==> config.mk <==
export PLATFORM = sky130hd
export DESIGN_NAME = core_sequencer
export DESIGN_NICKNAME = d
export VERILOG_FILES = /design/src/rtl/core_sequencer.sv
export SDC_FILE = /design/constraint.sdc
export NUM_CORES = 1
export LEC_CHECK = 0
export ABC_AREA = 1
export CAP_MARGIN = 20
export CORE_ASPECT_RATIO = 0.7
export CORE_UTILIZATION = 25
export CTS_BUF_LIST = sky130_fd_sc_hd__clkbuf_4 sky130_fd_sc_hd__clkbuf_8
export DETAILED_ROUTE_END_ITERATION = 16
export GPL_TIMING_DRIVEN = 1
export PLACE_DENSITY = 0.43
export SLEW_MARGIN = 10
export SYNTH_ARGS = -nofsm -noshare
export SYNTH_HDL_FRONTEND = slang
export SYNTH_SLANG_ARGS = --single-unit
==> constraint.sdc <==
create_clock -name clk -period 2.91 [get_ports clk]
set_clock_uncertainty 0.1 [all_clocks]
set_input_delay 0.7275 -clock clk [delete_from_list [all_inputs] [get_ports clk]]
set_output_delay 0.7275 -clock clk [all_outputs]
set_load 0.005 [all_outputs]
==> src/rtl/core_sequencer.sv <==
// Multi-cycle control sequencer for an RV32I datapath: fetch, decode, execute,
// memory access and write-back, with ack-timeout detection and a retire counter.
module core_sequencer #(
  parameter int TIMEOUT = 16,
  parameter int CNT_W   = 32
) (
  input  logic             clk,
  input  logic             rst,
  input  logic             start,
  input  logic             halt_i,
  input  logic             imem_ack,
  input  logic             dmem_ack,
  input  logic             load_i,
  input  logic             store_i,
  input  logic             reg_write_i,
  output logic             imem_req,
  output logic             ir_en,
  output logic             dmem_req,
  output logic             dmem_we,
  output logic             rf_we,
  output logic             pc_en,
  output logic             busy,
  output logic             timeout_err,
  output logic [CNT_W-1:0] instret,
  output logic [2:0]       state_o
);

  typedef enum logic [2:0] {
    S_HALT   = 3'd0,
    S_FETCH  = 3'd1,
    S_DECODE = 3'd2,
    S_EXEC   = 3'd3,
    S_MEM    = 3'd4,
    S_WB     = 3'd5,
    S_ERR    = 3'd6
  } state_t;

  localparam logic [31:0] TO_LAST = (TIMEOUT > 0) ? 32'(TIMEOUT - 1) : 32'd0;
  localparam bit          TO_EN   = (TIMEOUT != 0);

  state_t           r_state;
  state_t           w_next;
  logic [31:0]      r_wait_cnt;
  logic             r_ld;
  logic             r_st;
  logic             r_rw;
  logic [CNT_W-1:0] r_instret;
  logic             w_timeout;

  assign w_timeout = TO_EN && (r_wait_cnt == TO_LAST);
  assign instret   = r_instret;
  assign state_o   = r_state;

  always_comb begin
    w_next      = r_state;
    imem_req    = 1'b0;
    ir_en       = 1'b0;
    dmem_req    = 1'b0;
    dmem_we     = 1'b0;
    rf_we       = 1'b0;
    pc_en       = 1'b0;
    busy        = 1'b0;
    timeout_err = 1'b0;
    case (r_state)
      S_HALT: begin
        if (start) w_next = S_FETCH;
      end
      S_FETCH: begin
        imem_req = 1'b1;
        busy     = 1'b1;
        // An ack on the last allowed wait cycle still completes the fetch.
        if (imem_ack) begin
          ir_en  = 1'b1;
          w_next = S_DECODE;
        end else if (w_timeout) begin
          w_next = S_ERR;
        end
      end
      S_DECODE: begin
        busy   = 1'b1;
        w_next = S_EXEC;
      end
      S_EXEC: begin
        busy   = 1'b1;
        w_next = (r_ld || r_st) ? S_MEM : S_WB;
      end
      S_MEM: begin
        dmem_req = 1'b1;
        dmem_we  = r_st;
        busy     = 1'b1;
        if (dmem_ack) w_next = S_WB;
        else if (w_timeout) w_next = S_ERR;
      end
      S_WB: begin
        // A combined load+store behaves as a store: no register write.
        rf_we  = r_rw & ~r_st;
        pc_en  = 1'b1;
        busy   = 1'b1;
        w_next = halt_i ? S_HALT : S_FETCH;
      end
      S_ERR: begin
        timeout_err = 1'b1;
      end
      default: begin
        w_next = S_HALT;
      end
    endcase
  end

  always_ff @(posedge clk or negedge rst) begin
    if (!rst) begin
      r_state    <= S_HALT;
      r_wait_cnt <= 32'd0;
      r_ld       <= 1'b0;
      r_st       <= 1'b0;
      r_rw       <= 1'b0;
      r_instret  <= '0;
    end else begin
      r_state <= w_next;
      if (w_next != r_state) begin
        r_wait_cnt <= 32'd0;
      end else if (r_state == S_FETCH || r_state == S_MEM) begin
        r_wait_cnt <= r_wait_cnt + 32'd1;
      end
      if (r_state == S_DECODE) begin
        r_ld <= load_i;
        r_st <= store_i;
        r_rw <= reg_write_i;
      end
      if (r_state == S_WB) begin
        r_instret <= r_instret + CNT_W'(1);
      end
    end
  end

endmodule

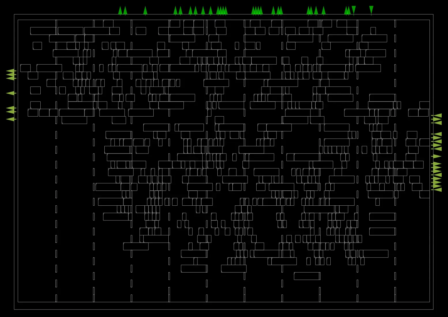
*Placed standard cells*
fraction of area in registers: 34.8%
Tapcells: 200
Non-Filler Instances: 782
flip-flops: 70

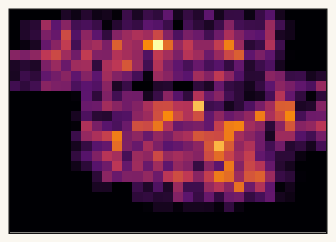
*Wiring heat map*
The die is cut into 31 by 22 equal tiles; black is low, pale yellow is high, scaled to the fullest tile. Values are wire area over tile area, all layers added.
- mean over tiles: 0.097
- densest ninth of the die: middle
- fullest tile: 0.47
- tiles over half the peak: 8.9%
- emptiest ninth of the die: bottom left
- nearly empty tiles: 32%

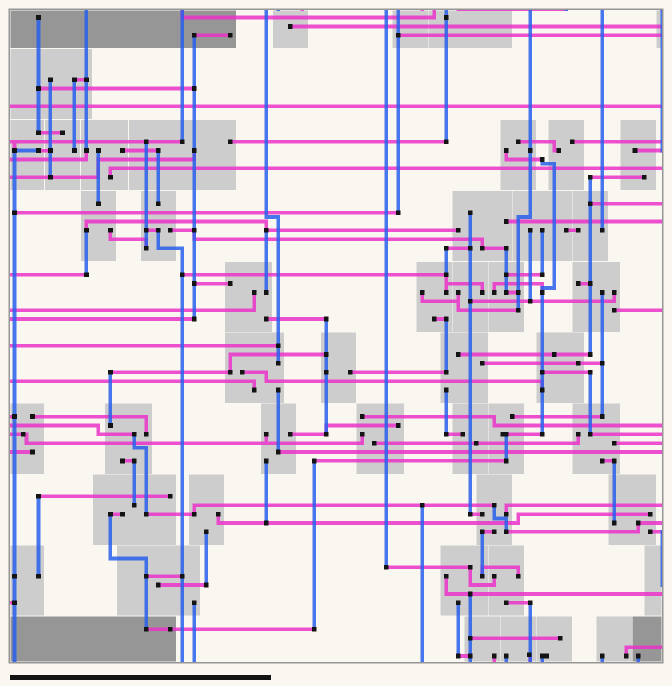
*Layout detail*
The bar under the picture is 10 um long. Window x 64 to 89, y 20 to 45 um. Cells in gray, sequential cells in the stronger gray; small squares are vias.
- metal 2: blue
- metal 1: magenta
- netlist names of flops here include: r_wait_cnt (2)
- sequential cells in the window: 2
- cells with their middle in the window: 45
- most frequent: nand2_1 (10), nor2_1 (9), inv_1 (6)

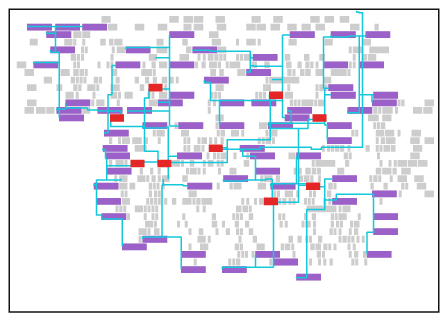
*Clock distribution*
- clock wires: cyan (length 1,120 um)
- flip-flops: purple (count 70)
- clock drivers: red (count 9)
- routed clock nets: 10

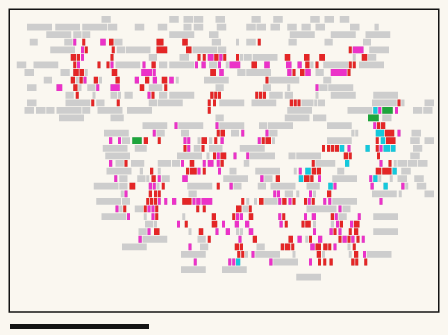
*Logic cells by family*
The bar under the picture is 50 um long.
- multiplexers: green (cells 3)
- NOR gates: magenta (cells 134)
- inverting AOI/OAI gates: cyan (cells 15; where right middle)
- NAND gates: red (cells 175)

==> results.cfg <==
; implementation run metrics
[layout]
clock_area_share_pct = 4.49
layout_top_cells = nand2_1, nor2_1, dfrtp_1, clkdlybuf4s50_1, inv_1
area_growth_pct = 25.3
fillers = 1676
final-seq-area_mm2 = 0.00175
buffers = 58
nMultiInputCombCells = 386
final-comb-area_mm2 = 0.00203
drive_above_1_share_pct = 8.59
nets = 588
design_area_mm2 = 0.00504
nClkBuffers = 10
layout_top_cell = nand2_1

[clock_network]
postCtsSetupBuffers = 0
clock_latency_ps = 360
cts_tree = done
clock_path_buffers = 2
clk_pin_slew_worst_paths_ps = 90
cts_resized = 0
ctsHoldBuffers = 0

[worst_setup_path]
arrival_ps = 1940
worst_setup_path_end_kind = output pin
endpoint = busy
crit_type = flip-flop to output pin
r2r_setup_slack_ps = 630
reg2regPathDepth = 11
rr_startpoint = state_o[1]
crit_start = state_o[0]

[drt]
routed_wl_mm = 10.5
wl_per_cell_um = 13.4
vias_per_cell = 4.40
post-route-drc-count = 0
drt_iter0_drc = 181

[yosys]
ys_chip_area_mm2 = 0.00402
ff_type = dfrtp_1
top_area_share_pct = 43.6
yosys.area.top_type = dfrtp_1
synth_area_mm2 = 0.00402
ys_cells = 514
aoi_share_pct = 2.05
syn_nets = 525
ys_sh_xor_pct = 12.0
netlist_instances = 514
top_cells_by_area = dfrtp_1, nand2_1, nor2_1, xor2_1, inv_1
ys_sh_adder_pct = 0.622
simple_gate_share_pct = 35.1
postSynthAreaPerCell_um2 = 7.82
ys_seq_share_pct = 43.6
ys_ff = 70
edf_count = 0

[sta]
hold_ws_ps = 206
finalSetupViolCount = 0
worst_pin_slew_ps = 477
drv_slew = 0
rsz0062_at_grt = false
finalClockPeriodUsage_pct = 95.1

[status]
status = completed

[global_route]
gr-usage-all-layers_pct = 13.2
grt_pass1_wl_mm = 17.2
grt_max_degree = 39
grt_overflow = 0

[power]
p_leak_uw = 0.00218

[floorplanning]
core_area_mm2 = 0.0156
die_h_um = 108

[place]
gp_congestion = 0.828
dp.final_hpwl_mm = 7.84
port_buffers = 51

[job]
drv_cap = 0

[hold_path]
hp-class = primary input to async pin
[worst max-delay path, cell delays in order, from the launching register on]
cell	delay [ps]
dfrtp_1	490
inv_1	220
nand3_1	200
o2111ai_1	140
clkdlybuf4s50_1	540
[stage by stage]
step | setup WS, ps | power, uW
after floorplan | 1100 | 1770
after global placement | 226 | 2240
after detailed placement | 199 | 2240
after CTS | 128 | 3170
after global routing | 68.3 | 3320
final | 143 | 3130
[power by group]
part / internal, uW / switching, uW
combinational: 425 / 643
clock: 500 / 417
sequential: 1050 / 98.3
total: 1970 / 1160
[metal layers]
metal  track usage [%]  vias to the layer above  routed length (um)
li1                  -                     1765                   -
met1              20.8                     1613                6060
met2              17.5                       51                4020
met3              2.77                       11                 310
met4              3.79                        0                 108
met5                 0                        -                   0
[synthesized netlist by cell type, types with 4 or more instances]
| cell type | count |
|---|---|
| nor2_4 | 4 |
| nor2_2 | 5 |
| a21oi_1 | 5 |
| nand3_2 | 4 |
| nand2_2 | 5 |
| xor2_1 | 34 |
| xnor2_1 | 21 |
| nor2_1 | 102 |
| nand2_1 | 108 |
| nand3_1 | 35 |
| nor3_1 | 18 |
| o21ai_0 | 6 |
| dfrtp_1 | 70 |
| nand4_1 | 20 |
| inv_1 | 49 |
[sequential cells by signal, indices dropped and copies added (netlist names)]
register    count
instret        32
r_wait_cnt     32
r_st            1
r_rw            1
r_ld            1
state_o         3
[worst min path at each step]
stage / start / to / slack (ps) / depth (start not counted)
floorplan: rst / instret[0] / 330 / 0
global placement: r_rw / r_rw / 390 / 1
detailed placement: r_rw / r_rw / 390 / 1
CTS: rst / instret[4] / 210 / 1
global route: rst / instret[4] / 230 / 1
finish: rst / instret[4] / 210 / 1
Power figures rest on the tool's default switching activity, not on a simulated workload.
